**config.mk**
```make
export PLATFORM = sky130hd
export DESIGN_NAME = imem_loader
export DESIGN_NICKNAME = d
export VERILOG_FILES = /design/src/rtl/instructions_pkg.sv /design/src/rtl/loader_pkg.sv /design/src/rtl/imem_loader.sv
export SDC_FILE = /design/constraint.sdc
export NUM_CORES = 1
export LEC_CHECK = 0
export CORE_UTILIZATION = 43
export DETAILED_ROUTE_END_ITERATION = 7
export PLACE_DENSITY = 0.87
export SLEW_MARGIN = 20
export SYNTH_ARGS = -nofsm -noshare
export SYNTH_HDL_FRONTEND = slang
export SYNTH_SLANG_ARGS = --single-unit
```
**constraint.sdc**
```tcl
create_clock -name clock -period 3.75 [get_ports clock]
set_clock_uncertainty 0.2 [all_clocks]
set_input_delay 0.9375 -clock clock [delete_from_list [all_inputs] [get_ports clock]]
set_output_delay 0.9375 -clock clock [all_outputs]
set_load 0.02 [all_outputs]
```
**src/rtl/instructions_pkg.sv**
```systemverilog
// Shared architectural types for the single-cycle core and the blocks
// that feed it.
package instructions_pkg;

    // One architectural register / memory word.
    typedef logic [31:0] arch_reg;

endpackage

```
**src/rtl/loader_pkg.sv**
```systemverilog
// Types shared by the instruction-memory loader.
package loader_pkg;

    // Loader FSM. The encoding is fixed so that waveforms read the same
    // across tools.
    typedef enum logic [1:0] {
        IDLE  = 2'd0,
        LOAD  = 2'd1,
        FLUSH = 2'd2,
        RUN   = 2'd3
    } loader_state_t;

endpackage

```
**src/rtl/imem_loader.sv**
```systemverilog
// Program loader for the single-cycle core. Streams instruction words
// from a valid/ready source into the core's setup port at consecutive
// word addresses, holding the core in reset until the last write has
// been presented, then lets the core run.
module imem_loader
    import instructions_pkg::*;
    import loader_pkg::*;
#(
    parameter arch_reg BASE_ADDR = 32'h0000_0000,
    parameter int      MAX_WORDS = 1024
) (
    input  logic    clock,
    input  logic    reset,
    input  logic    start,
    input  arch_reg word_count,
    input  logic    in_valid,
    input  arch_reg in_data,
    output logic    in_ready,
    output logic    setup_write,
    output arch_reg setup_address,
    output arch_reg setup_data_in,
    output logic    core_reset,
    output logic    busy,
    output logic    done,
    output logic    error
);

    localparam int REM_W = $clog2(MAX_WORDS + 1);

    loader_state_t    state;
    loader_state_t    state_next;
    logic [REM_W-1:0] remaining;
    arch_reg          addr;
    logic             count_legal;
    logic             start_seen;
    logic             handshake;

    // The full 32-bit count is compared, so large values whose low bits
    // happen to look small are still rejected.
    assign count_legal = (word_count != '0) && (word_count <= arch_reg'(MAX_WORDS));
    assign start_seen  = start && ((state == IDLE) || (state == RUN));
    assign in_ready    = (state == LOAD);
    assign handshake   = in_valid && in_ready;
    assign busy        = (state == LOAD) || (state == FLUSH);
    assign done        = (state == RUN);

    // Next-state decode; start is only honoured in IDLE and RUN.
    always_comb begin
        state_next = state;
        case (state)
            IDLE, RUN: begin
                if (start) begin
                    state_next = count_legal ? LOAD : IDLE;
                end
            end
            LOAD: begin
                if (handshake && (remaining == REM_W'(1))) begin
                    state_next = FLUSH;
                end
            end
            FLUSH: begin
                state_next = RUN;
            end
            default: begin
                state_next = IDLE;
            end
        endcase
    end

    // State register; core_reset is registered from the next state so it
    // drops exactly when RUN is entered and rises as soon as LOAD begins.
    always_ff @(posedge clock or posedge reset) begin
        if (reset) begin
            state      <= IDLE;
            core_reset <= 1'b1;
        end else begin
            state      <= state_next;
            core_reset <= (state_next != RUN);
        end
    end

    // Address and remaining-word counters. The address never wraps because
    // the parameters keep the last word inside 32 bits.
    always_ff @(posedge clock or posedge reset) begin
        if (reset) begin
            remaining <= '0;
            addr      <= BASE_ADDR;
        end else if (start_seen && count_legal) begin
            remaining <= word_count[REM_W-1:0];
            addr      <= BASE_ADDR;
        end else if (handshake) begin
            remaining <= remaining - REM_W'(1);
            addr      <= addr + 32'd4;
        end
    end

    // Setup-port registers: one strobe per accepted word, address and data
    // hold their previous values between writes.
    always_ff @(posedge clock or posedge reset) begin
        if (reset) begin
            setup_write   <= 1'b0;
            setup_address <= BASE_ADDR;
            setup_data_in <= '0;
        end else begin
            setup_write <= handshake;
            if (handshake) begin
                setup_address <= addr;
                setup_data_in <= in_data;
            end
        end
    end

    // Sticky error flag, updated only when a start is actually considered.
    always_ff @(posedge clock or posedge reset) begin
        if (reset) begin
            error <= 1'b0;
        end else if (start_seen) begin
            error <= !count_legal;
        end
    end

endmodule

```
==> results.ini, run 1 <==
[hold_path]
hold_path_class=flop to flop

[finish]
final_common_cell=nand2_1
largest_reg_flops=32
area.growth.synth_to_final_pct=34.1
flop_area_um2=2700
inv_count=7

[logic_synthesis]
postSynthSeqShare_pct=55.9
post-synth-top-area-fraction_pct=55.4
syn_avg_cell_area_um2=9.30
synthXorXnorAreaFrac_pct=6.70
yosysTopAreaCell=dfrtp_1
ys.flops=108
fa_ha_area_share_pct=1.55
yosys_area_um2=4840

[floorplanning]
core_um2=10900
die_w_um=108

[global_routing]
gr-total-overflow=0
grt_max_degree=64

[worst_setup_path]
worstSetupStartpoint=word_count[6]
critPathBufInv=3
slowest_delay_ns=0.46
cpLargestDelayFamily=buffers and inverters
regToRegEndpoint=remaining[10]
cpMaxStageDelayCell=nor4_1

[status]
outcome=completed

[power_and_ir_drop]
p_per_area_nw_per_um2=579
pwr-share-seq_pct=43.9
leakage_nw=3.00
powerClk_mw=0.682
internal_power_mw=2.41
pg_comb_mw=1.42

[clocking]
hold_buffers=0
clk_latency_ns=0.37
cts-root-buf=clkbuf_8
cts_buffers=9

[detailed_routing]
dr.first_iter.drc_count=187
ant_nets=0

[placement]
port-buffer-count=135

[job]
maxCapViolCount=0

-- run 1: through the flow --
step / worst slack [ns] / std cells / total power [mW] / hold WS, ns
after floorplan: 0.889 / 521 / 2.44 / 0.260
after global placement: 0.377 / 781 / 3.02 / 0.256
after detailed placement: 0.201 / 781 / 3.10 / 0.262
after CTS: 0.619 / 795 / 3.79 / 0.284
after global routing: 0.417 / 795 / 3.98 / 0.303
final: 0.579 / 795 / 3.75 / 0.280
-- run 1: metal layers --
layer / up-vias / GRT usage, % / share of wire [%]
li1: 1947 / - / -
met1: 1858 / 24.4 / 42
met2: 123 / 34.6 / 50
met3: 17 / 5.18 / 6.4
met4: 0 / 6.85 / 1.6
met5: - / 0 / 0
### Metal layers overlaid, run 1

Bar = 20 um.
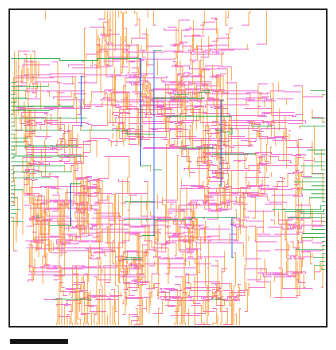
[blue] metal 4 | wire length: 174 um
[green] metal 3 | wire length: 695 um
[magenta] metal 1 | wire length: 4,580 um
[orange] metal 2 | wire length: 5,450 um
Total Routing Usage GR: 20.1%
via count: 3,945

### Register map, names as in the netlist, run 1

Bar = 20 um.
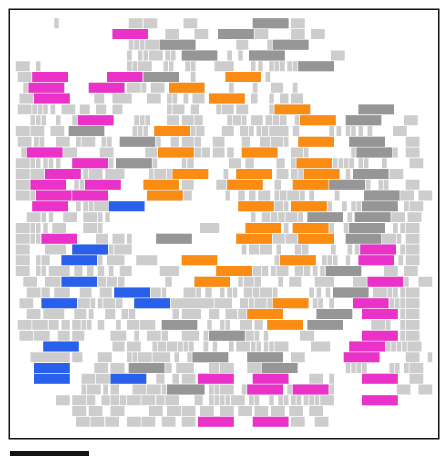
[blue] remaining | placed flops: 11
[orange] addr | placed flops: 30
[magenta] setup_data_in | placed flops: 32 | where: all over the die
not colored: 35
flop share of the area: 41.7%
post-layout util: 59.5%
Seq group: 1.65 mW

### Wire density map, run 1

Bar = 20 um. 22 x 22 tiles, from dark blue (low) to red (high), scaled to the fullest tile. Values are wire area over tile area, all layers added.
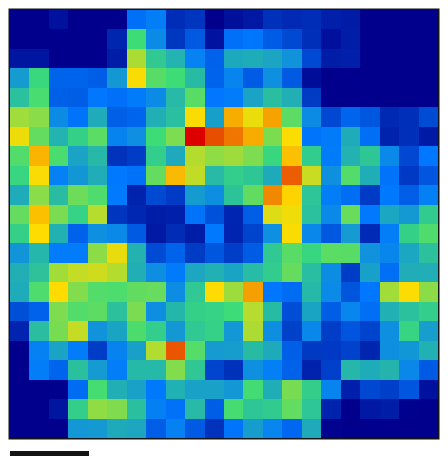
fullest tile: 0.48
mean over tiles: 0.15
densest ninth of the die: west
emptiest ninth of the die: north-east
WL/cell: 13.7 um
Total Routed Length: 10,900 um

==> run 2, diff against run 1 <==
clock period = 2.55 ns   (was 3.75 ns; I/O delays follow)
### Placement by cell class, run 2

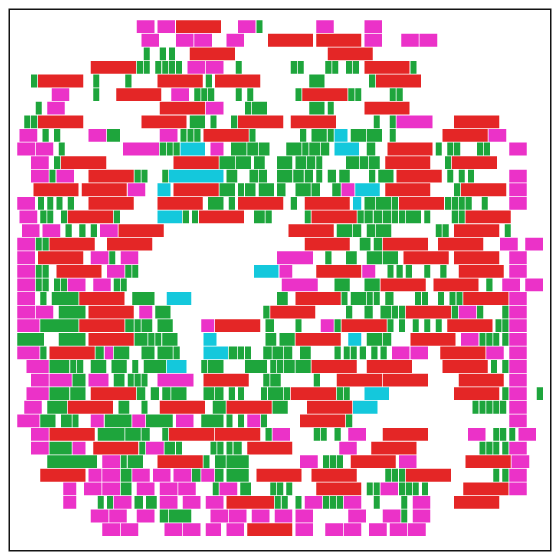
[red] sequential cells | cells: 108
[cyan] clock drivers and dummy loads | cells: 16
[magenta] remaining buffers and delay cells | cells: 157
[green] combinational and other logic | cells: 389
flop share of the area: 40.2%
post-layout util: 61.7%
fin area: 6720 um^2

==> results.ini, run 2 <==
[detailed_routing]
met1_length_um=4740
detailroute.wirelength.met3_um=684
top_layer_used=met4
dr.first_iter.drc_count=188
via_per_inst=5.07
wl_um=11200
wl_per_cell_um=13.9
ant_nets=0
route.vias.total=4109
dr_wl_met2_um=5720
post-route-drc-count=0

[logic_synthesis]
yosys_area_um2=4840
ys_warn_count=0
synthTopCellsByCount=204 x nand2_1, 107 x dfrtp_1, 39 x nor2_1, 26 x xnor2_1
ys.flops=108
post-synth-top-area-fraction_pct=55.4
syn-cell-area_um2=4840
postSynthSeqShare_pct=55.9
synthXorXnorAreaFrac_pct=6.70
fa_ha_area_share_pct=1.55
syn_avg_cell_area_um2=9.30
yosysTopAreaCell=dfrtp_1
ys_sh_mux_pct=2.64

[power_and_ir_drop]
pwr-share-seq_pct=43.2
internal_power_mw=3.58
p_total_mw=5.62
p_switching_mw=2.03
p_per_area_nw_per_um2=836
leakage_nw=3.16

[global_routing]
grt_use_met1_pct=24.2
grtUsageTotal_pct=19.6
grt.busiest_layer=met2
grt_max_degree=73
grt_pass1_vias=4015
use_met3_pct=4.52
use_met2_pct=33.8
grt_antenna_before_repair=0
grt_pass1_wl_um=18100
gr-total-overflow=0

[finish]
final_common_cell=nand2_1
final_cells=810
drive_gt1_share_pct=8.51
inv_count=7
largest_reg_flops=32
final_nets=739
area.growth.synth_to_final_pct=38.9
comb_area_um2=2020
registers.top_by_ff_count=setup_data_in
flop_area_um2=2700

[final_timing]
holdWs_ns=0.280
worst_slack_ns=0.000643
max_freq_mhz=392
fin_crit_sh_pct=100
slew_viol_final=0
finalSetupViolCount=0

[placement]
dpl_cell_area_um2=6440
dpl.cell_count=791
place_ws_ns=-0.481
port-buffer-count=135
gp_congestion=0.804

[worst_setup_path]
cpMaxStageDelayCell=a2111oi_4
slowest_delay_ns=0.47
end_kind=flop
path_cells=clkdlybuf4s50_1 -> nor4_1 -> nand4_1 -> a2111oi_4 -> buf_4 -> mux2_4
critPathBufInv=2
cpLargestDelayFamily=buffers and inverters
crit_arrival_ns=2.61

[floorplanning]
die_w_um=108
core_um2=10900
die-area_um2=11700
n_tap_cell=140

[status]
outcome=completed

[clocking]
cts-root-buf=clkbuf_8
post-cts-setup-buffers=0
hold_buffers=0
cts_buffers=9
clock_sinks=108
clk_latency_ns=0.36

[job]
maxCapViolCount=0
openroad.warnings=30

[hold_path]
hold_path_class=flop to flop

-- run 2: power groups by stage --
stage	clock network (mW)	logic, mW	registers (mW)
final	1.04	2.15	2.42
after detailed placement	0	2.14	2.45
after global placement	0	2.06	2.42
after CTS	1.07	2.14	2.42
after floorplan	0	0.848	2.75
after global routing	1.14	2.32	2.47
-- run 2: worst paths after layout --
check / slack, ns / end / depth (start not counted) / startpoint
setup / recovery: 0.0006 / remaining[4] / 6 / word_count[22]
hold / removal: 0.28 / setup_address[28] / 2 / setup_address[28]
setup reg to reg: 0.15 / addr[29] / 7 / state[1]
hold reg to reg: 0.28 / setup_address[28] / 2 / setup_address[28]
max in group asynchronous: 1.14 / addr[27] / 3 / reset
min in group asynchronous: 0.43 / setup_data_in[2] / 2 / reset
==> run 3, diff against run 2 <==
CORE_MARGIN = 10   (was default)
GPL_TIMING_DRIVEN = 0   (was default)
PLACE_DENSITY = 0.82   (was 0.87)
### Register map, names as in the netlist, run 3

Bar = 50 um.
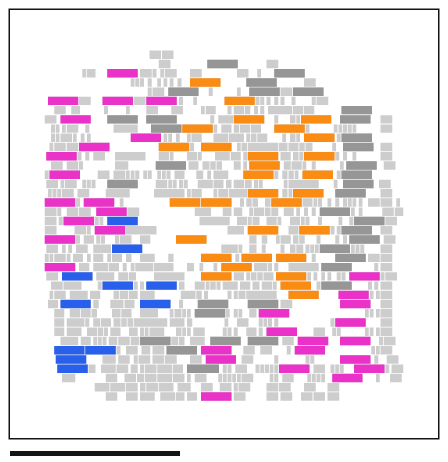
[orange] addr | placed flops: 30
[blue] remaining | placed flops: 11
[magenta] setup_data_in | placed flops: 32 | where: all over the die
register area: 2700 um^2
Seq group: 2.42 mW

==> results.ini, run 3 <==
[status]
outcome=completed

[detailed_routing]
via_per_inst=4.96
wl_per_cell_um=15.6
post-route-drc-count=0
ant_nets=0
top_layer_used=met4
detailroute.wirelength.met3_um=959
dr_wl_met2_um=6490
met1_length_um=5200
dr.first_iter.drc_count=289
route.vias.total=4064

[placement]
dpl_cell_area_um2=6430
gp_congestion=0.807
place_ws_ns=-0.732
port-buffer-count=135
dpl.cell_count=799

[clocking]
clock_sinks=108
cts-root-buf=clkbuf_16
hold_buffers=0
cts_buffers=9
post-cts-setup-buffers=4

[worst_setup_path]
crit_arrival_ns=2.52
required_ns=2.58
path_cells=clkdlybuf4s50_1 -> nor4_2 -> nand4_1 -> a2111oi_4 -> buf_4 -> mux2_4
slowest_delay_ns=0.50
cpLargestDelayFamily=buffers and inverters
path_depth=6
rr_worst_depth=9
critPathBufInv=2
cpMaxStageDelayCell=a2111oi_4
end_kind=flop

[finish]
antenna_cells=0
fin_area_um2=6870
clock_buffers=9
seq_share_pct=39.3
area.growth.synth_to_final_pct=42.1
comb_area_um2=2080
largest_reg_flops=32
finish.utilization_pct=62.9
final_common_cell=nand2_1
inv_count=7
drive_gt1_share_pct=9.12
registers.top_by_ff_count=setup_data_in
final_nets=749
largest_class=flip-flops and latches

[power_and_ir_drop]
internal_power_mw=3.81
p_total_mw=5.95
p_per_area_nw_per_um2=866
pwr-share-seq_pct=40.7
pg_comb_mw=2.17
p_switching_mw=2.15
maxPowerGroup=registers
leakage_nw=3.23

[job]
maxCapViolCount=0
openroad.warnings=29

[floorplanning]
die_w_um=126
core_um2=10900
die-area_um2=15900

[logic_synthesis]
yosys_area_um2=4840
ys.flops=108
post-synth-top-area-fraction_pct=55.4
ys_warn_count=0
synthXorXnorAreaFrac_pct=6.70
synthTopCellsByCount=204 x nand2_1, 107 x dfrtp_1, 39 x nor2_1, 26 x xnor2_1
postSynthSeqShare_pct=55.9
syn-cell-area_um2=4840
fa_ha_area_share_pct=1.55
yosysTopAreaCell=dfrtp_1
ys_sh_mux_pct=2.64

[final_timing]
holdWs_ns=0.274
max_freq_mhz=401
fin_crit_sh_pct=97.7
rsz0062_at_grt=no
finalHoldViolCount=0
slew_viol_final=0
finalSetupViolCount=0

[global_routing]
grt_use_met1_pct=17.3
grt_max_degree=35
grtUsageTotal_pct=15.6
grt_pass1_wl_um=21100
grt_antenna_before_repair=0
grt_pass1_vias=4325
use_met3_pct=6.00
grt.busiest_layer=met2
use_met2_pct=27.5
gr-total-overflow=0

[hold_path]
hold_path_class=flop to flop
whs_path_depth=2

## run 3: cell count changes in the layout (fill, tap and decap cells not counted), moves of 2 or more
cell,previous run,this run
buf_1,0,3
inv_6,0,3
clkbuf_16,0,9
clkdlybuf4s50_1,127,119
clkbuf_1,0,12
clkinvlp_4,5,1
dlygate4sd2_1,1,10
buf_12,5,3
nor4_2,2,11
clkbuf_8,9,3
nor4_1,12,4
buf_4,15,7
## run 3: worst paths after layout
check	start	end	slack [ns]
worst max-delay path	word_count[31]	remaining[8]	0.06
worst min-delay path	setup_data_in[14]	setup_data_in[14]	0.27
worst max register to register	state[1]	addr[28]	0.10
worst min register to register	setup_data_in[14]	setup_data_in[14]	0.27
max in group asynchronous	reset	addr[6]	0.99
min in group asynchronous	reset	setup_data_in[11]	0.44
Power and IR drop assume default switching activity.
